File: src/rtl/vedic_pp_combiner.sv
// Sequential combiner for the four 8x8 Vedic partial products of a 16x16 multiply.
// One time-shared CLA16 reduces them in three passes (MID, LO, HI).

module vedic_cla16 (
    input  logic [15:0] x,
    input  logic [15:0] y,
    input  logic        cin,
    output logic [15:0] sum,
    output logic        cout
);
    logic [15:0] g;
    logic [15:0] p;
    logic [15:0] c;
    logic [3:0]  gg;
    logic [3:0]  gp;
    logic [4:0]  gc;

    assign g = x & y;
    assign p = x ^ y;

    // Group generate/propagate for the four 4-bit lookahead blocks.
    // NOTE: every signal written in an always_comb gets a value on every path, otherwise a latch is inferred.
    always_comb begin
        gg = '0;
        gp = '0;
        for (int i = 0; i < 4; i++) begin
            gp[i] = &p[4*i +: 4];
            gg[i] = g[4*i+3]
                  | (p[4*i+3] & g[4*i+2])
                  | (p[4*i+3] & p[4*i+2] & g[4*i+1])
                  | (p[4*i+3] & p[4*i+2] & p[4*i+1] & g[4*i]);
        end
    end

    assign gc[0] = cin;
    assign gc[1] = gg[0] | (gp[0] & cin);
    assign gc[2] = gg[1] | (gp[1] & gg[0]) | (gp[1] & gp[0] & cin);
    assign gc[3] = gg[2] | (gp[2] & gg[1]) | (gp[2] & gp[1] & gg[0])
                 | (gp[2] & gp[1] & gp[0] & cin);
    assign gc[4] = gg[3] | (gp[3] & gg[2]) | (gp[3] & gp[2] & gg[1])
                 | (gp[3] & gp[2] & gp[1] & gg[0])
                 | (gp[3] & gp[2] & gp[1] & gp[0] & cin);

    always_comb begin
        c = '0;
        for (int i = 0; i < 4; i++) begin
            c[4*i]   = gc[i];
            c[4*i+1] = g[4*i] | (p[4*i] & gc[i]);
            c[4*i+2] = g[4*i+1] | (p[4*i+1] & g[4*i])
                     | (p[4*i+1] & p[4*i] & gc[i]);
            c[4*i+3] = g[4*i+2] | (p[4*i+2] & g[4*i+1])
                     | (p[4*i+2] & p[4*i+1] & g[4*i])
                     | (p[4*i+2] & p[4*i+1] & p[4*i] & gc[i]);
        end
    end

    assign sum  = p ^ c;
    assign cout = gc[4];
endmodule

module vedic_pp_combiner #(
    parameter int PP_W = 16
) (
    input  logic              clk,
    input  logic              rst,
    input  logic              in_valid,
    output logic              in_ready,
    input  logic [PP_W-1:0]   pp_ll,
    input  logic [PP_W-1:0]   pp_hl,
    input  logic [PP_W-1:0]   pp_lh,
    input  logic [PP_W-1:0]   pp_hh,
    output logic              out_valid,
    input  logic              out_ready,
    output logic [2*PP_W-1:0] product,
    output logic              ovf
);
    generate
        if (PP_W != 16) begin : g_bad_width
            $error("vedic_pp_combiner: PP_W must be 16 (adder is a CLA16)");
        end
    endgenerate

    typedef enum logic [2:0] {
        IDLE = 3'd0,
        MID  = 3'd1,
        LO   = 3'd2,
        HI   = 3'd3,
        DONE = 3'd4
    } state_t;

    state_t              state_q, state_d;
    logic [PP_W-1:0]     ll_q, ll_d;
    logic [PP_W-1:0]     hl_q, hl_d;
    logic [PP_W-1:0]     lh_q, lh_d;
    logic [PP_W-1:0]     hh_q, hh_d;
    logic [PP_W-1:0]     mid_q, mid_d;
    logic                c_mid_q, c_mid_d;
    logic                c1_q, c1_d;
    logic [2*PP_W-1:0]   product_q, product_d;
    logic                ovf_q, ovf_d;

    logic [15:0]         add_x;
    logic [15:0]         add_y;
    logic                add_cin;
    logic [15:0]         add_sum;
    logic                add_cout;

    // Operand mux for the single shared adder, steered by the pass in progress.
    always_comb begin
        add_x   = '0;
        add_y   = '0;
        add_cin = 1'b0;
        case (state_q)
            MID: begin
                add_x = hl_q;
                add_y = lh_q;
            end
            LO: begin
                add_x = ll_q;
                add_y = {mid_q[7:0], 8'h00};
            end
            HI: begin
                add_x   = hh_q;
                add_y   = {7'b0, c_mid_q, mid_q[15:8]};
                add_cin = c1_q;
            end
            default: ;
        endcase
    end

    vedic_cla16 u_cla (
        .x    (add_x),
        .y    (add_y),
        .cin  (add_cin),
        .sum  (add_sum),
        .cout (add_cout)
    );

    always_comb begin
        state_d   = state_q;
        ll_d      = ll_q;
        hl_d      = hl_q;
        lh_d      = lh_q;
        hh_d      = hh_q;
        mid_d     = mid_q;
        c_mid_d   = c_mid_q;
        c1_d      = c1_q;
        product_d = product_q;
        ovf_d     = ovf_q;
        case (state_q)
            IDLE: begin
                if (in_valid) begin
                    ll_d    = pp_ll;
                    hl_d    = pp_hl;
                    lh_d    = pp_lh;
                    hh_d    = pp_hh;
                    state_d = MID;
                end
            end
            MID: begin
                mid_d   = add_sum;
                c_mid_d = add_cout;
                state_d = LO;
            end
            LO: begin
                product_d[15:0] = add_sum;
                c1_d            = add_cout;
                state_d         = HI;
            end
            HI: begin
                product_d[31:16] = add_sum;
                ovf_d            = add_cout;
                state_d          = DONE;
            end
            DONE: begin
                // Result stays in product_q after acceptance; out_valid alone qualifies it.
                if (out_ready) begin
                    state_d = IDLE;
                end
            end
            default: state_d = IDLE;
        endcase
    end

    // NOTE: sequential state uses non-blocking assignments so every flop samples pre-edge values.
    always_ff @(posedge clk or posedge rst) begin
        if (rst) begin
            state_q   <= IDLE;
            ll_q      <= '0;
            hl_q      <= '0;
            lh_q      <= '0;
            hh_q      <= '0;
            mid_q     <= '0;
            c_mid_q   <= 1'b0;
            c1_q      <= 1'b0;
            product_q <= '0;
            ovf_q     <= 1'b0;
        end else begin
            state_q   <= state_d;
            ll_q      <= ll_d;
            hl_q      <= hl_d;
            lh_q      <= lh_d;
            hh_q      <= hh_d;
            mid_q     <= mid_d;
            c_mid_q   <= c_mid_d;
            c1_q      <= c1_d;
            product_q <= product_d;
            ovf_q     <= ovf_d;
        end
    end

    assign in_ready  = (state_q == IDLE);
    assign out_valid = (state_q == DONE);
    assign product   = product_q;
    assign ovf       = ovf_q;
endmodule
File: config.mk
export PLATFORM = sky130hd
export DESIGN_NAME = vedic_pp_combiner
export DESIGN_NICKNAME = d
export VERILOG_FILES = /design/src/rtl/vedic_pp_combiner.sv
export SDC_FILE = /design/constraint.sdc
export NUM_CORES = 1
export LEC_CHECK = 0
export CAP_MARGIN = 20
export CORE_UTILIZATION = 59
export CTS_BUF_LIST = sky130_fd_sc_hd__clkbuf_2 sky130_fd_sc_hd__clkbuf_4 sky130_fd_sc_hd__clkbuf_8
export DETAILED_ROUTE_END_ITERATION = 12
export PLACE_DENSITY = 0.91
export SYNTH_ARGS = -nofsm -noshare
export SYNTH_HDL_FRONTEND = slang
export SYNTH_SLANG_ARGS = --single-unit
File: constraint.sdc
create_clock -name clk -period 13.1 [get_ports clk]
set_input_delay 3.93 -clock clk [delete_from_list [all_inputs] [get_ports clk]]
set_output_delay 3.93 -clock clk [all_outputs]
set_load 0.1 [all_outputs]
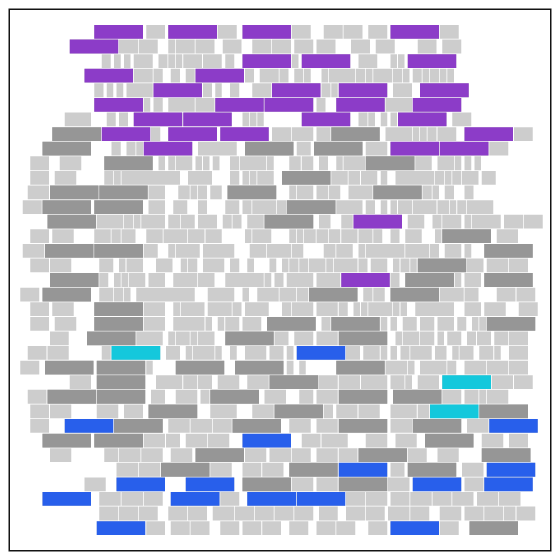
(images/ff_map.png)
Other sequential cells in the stronger grey, the rest of the logic in the fainter grey.
colour	netlist name	flops
cyan	state_q	3
blue	hh_q	16
purple	product	32
not coloured	67
sequential cell area: 2950 um2
Seq/total area: 40.8%

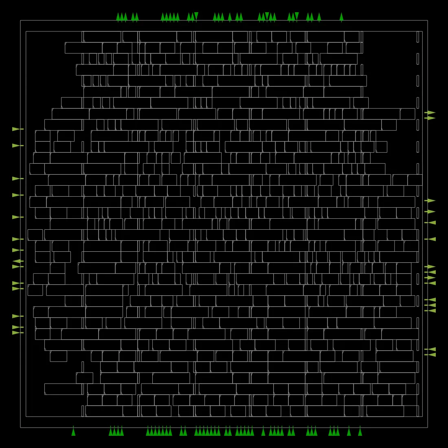
(images/placed.png)
core footprint: 9330 um2
final non-filler cell total: 748
fill cell count: 575
flop count: 118

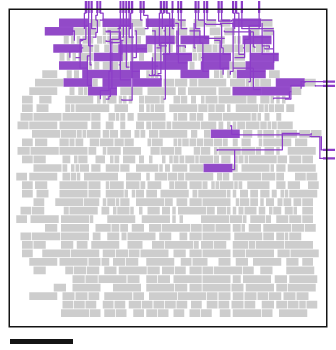
(images/port_trees.png)
The bar under the picture is 20 um long.
colour	port	bits	direction	edge	end cells	buffers	wire
purple	product	32	output	28 top, 4 right	32	32	873 um
io pins: 103
IO Port Bufs: 102

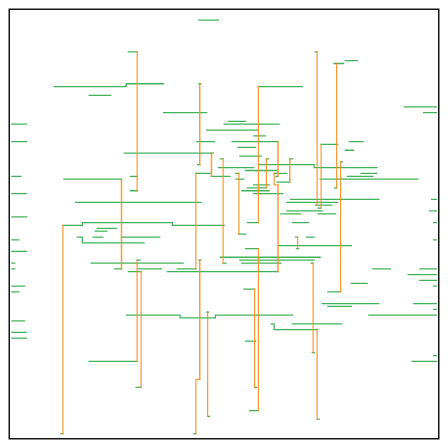
(images/layers.png)
Two of the layers only.
colour	layer	wire length
green	M3	795 um
orange	M4	599 um
wire length per cell: 18.6 um
total number of vias: 4,451
drt total wl: 13,900 um

==> impl_metrics.json <==
{
  "drtAntennaViolNets": 0,
  "fin_nets": 694,
  "areaGrowthSynthToFinish_pct": 26.2,
  "ff_type": "dfrtp_1",
  "dp_hpwl_um": 9630,
  "grt_first_pass_wirelength_um": 22800,
  "path_clk_slew_ns": 0.07,
  "cp_max_fo": 26,
  "worstMarginPinSlew_ns": 1.08,
  "fmax_mhz": 148,
  "stage_log_warnings": 26,
  "lay_top_count": "dfrtp_1",
  "pre_cts_ws_ns": 6.85,
  "netlist_area_um2": 5740,
  "dieArea_um2": 10100,
  "numCtsBuffers": 17,
  "skew_ns": 0.0144,
  "routabilityCongestion": 0.916,
  "h-tree-depth": 4,
  "cts.sinks": 118,
  "synth_cells": 512,
  "maxSlewHeadroom_pct": 28.2,
  "grt_usage_pct": 30.4,
  "fp_util_pct": 61.5,
  "arrival_ns": 2.82,
  "worst-path-stages": 2,
  "top_cell_area_share_pct": 51.4,
  "grt_max_degree": 71,
  "cts-root-buf": "clkbuf_8",
  "timing.setup.tns_ns": 0,
  "std_cell_rows": 35,
  "ctsResizeCount": 0,
  "setup_ws_ns": 6.35,
  "drive_gt1_share_pct": 20.8,
  "crit_required_ns": 9.17,
  "path_cells": "nor3b_1 -> clkdlybuf4s50_1",
  "crit_type": "reg2out",
  "initialDrtViolationCount": 263,
  "vias_per_cell": 5.95,
  "grt_pass1_vias": 4546,
  "worst-r2r-setup-slack_ns": 8.47,
  "maxCapViolations": 0,
  "die_w_um": 101,
  "crit_start": "state_q[2]",
  "post_cts_buffers": 0,
  "fp_nets": 600,
  "maxSlewViolCount": 0,
  "worstSetupEndpoint": "out_valid",
  "max_stage_delay_ns": 1.19,
  "postCtsHoldBufs": 0,
  "die_y_um": 101,
  "area_leaders": "dfrtp_1 (51%), mux2_2 (16%), nand2_1 (4.4%), ha_1 (3.5%), o21ai_0 (3.4%)",
  "worstSkewPairLatency_ns": 0.44,
  "finalHoldViolCount": 0,
  "yosysTopAreaCell": "dfrtp_1",
  "yosysUniqueCellTypes": 45,
  "grt-ovfl-total": 0,
  "r2r_start": "state_q[0]",
  "cts_tree": "built",
  "r2r-end": "product[9]",
  "syn_area_per_cell_um2": 11.2,
  "crit_path_start_kind": "flop",
  "dr.pass1.iters": 5,
  "rsz0062_at_grt": "no",
  "status": "finished clean",
  "finalClockPeriodUsage_pct": 51.5,
  "antennaDiodeCount": 0,
  "setup_violations": 0,
  "period_needed_ns": 6.75,
  "path_buffers": 1,
  "ys_area_um2": 5740,
  "crit_path_end_kind": "output pin",
  "ys_cells": 512,
  "antenna_found_initial": 0,
  "edf_count": 0,
  "slowest_stage": "clkdlybuf4s50_1",
  "yosysWarnings": 0,
  "rr_worst_depth": 12,
  "ys_async_sr_fraction_pct": 100,
  "lay_top_cells": "dfrtp_1 (118), clkdlybuf4s50_1 (102), mux2_2 (81)",
  "hp-class": "reg2reg",
  "critPathTopFamily": "buffers and inverters",
  "cts_buffer_depth": 2,
  "ys_ff": 118,
  "drc": 0,
  "seq_area_frac_synth_pct": 51.4
}
[cell families (layout without fill, tap and decap cells)]
logic type	Yosys count	after routing	share of synthesized area (%)
compound gates	109	109	12.8
buf+inv	45	152	3.20
mux	81	81	15.9
fa+ha+maj	20	20	4.88
simple gates	130	130	10.3
flops	118	118	51.4
xor+xnor	9	9	1.50
[worst min-delay path, delay by kind of cell (launching register included)]
family | cells | cell delay [ns]
AOI/OAI and AO/OA | 1 | 0.06
DFF | 1 | 0.35
and+or+nand+nor | 1 | 0.04
[synth_stat cells (2+ instances only)]
cell      number
nand4_1        3
fa_1           4
xnor2_1        4
a21oi_1       15
nor2_1        24
nor3b_1        2
a22o_1        13
buf_1          3
ha_1          16
xor2_1         4
a21o_1         5
nand2_1       67
nor3_1         3
clkbuf_1      18
mux2_2        81
o21ai_0       39
nor2b_1        3
or3_1          3
a311o_1        3
a22oi_1       15
buf_2         12
inv_1         11
o21ai_1        3
nand3_1        9
nor4_1         6
o311ai_0       6
dfrtp_1      118
and2_1         5
[how the worst min path moves through the flow]
stage          cells after the start     endpoint  slack (ns)         from
5_1_grt                            2     mid_q[2]        0.50     mid_q[2]
3_3_place_gp                       2     mid_q[0]        0.46     mid_q[0]
2_1_floorplan                      2     mid_q[0]        0.44     mid_q[0]
4_1_cts                            2     mid_q[5]        0.49     mid_q[5]
3_5_place_dp                       2     mid_q[5]        0.47     mid_q[5]
6_report                           2  product[21]        0.48  product[21]
[per-stage QoR]
step	instances	utilization (%)	hold slack (ns)	instance area [um2]
after floorplan	512	-	0.442	5740
after global placement	715	73.2	0.461	6830
after detailed placement	715	73.2	0.471	6830
after CTS	747	77.5	0.488	7230
after global routing	748	77.7	0.503	7250
final	748	77.7	0.483	7250
[final cells by class]
class,instances,area (um2)
well taps,129,161
clock inverters,11,126
inverters,12,47.5
repair buffers,108,1070
fillers,575,2080
clock buffers,21,277
multi-input cells,349,2610
flip-flops and latches,118,2950
[registers in the layout, summed over array words and instances (netlist names)]
register  count
mid_q        16
state_q       3
hh_q         16
c1_q          1
ll_q         16
c_mid_q       1
hl_q         16
product      32
ovf           1
lh_q         16
[layer usage]
metal / global-route usage, % / wire length (um)
met1: 36.7 / 5310
met2: 49.9 / 7240
met3: 7.35 / 795
met4: 17.8 / 598
met5: 0 / 0
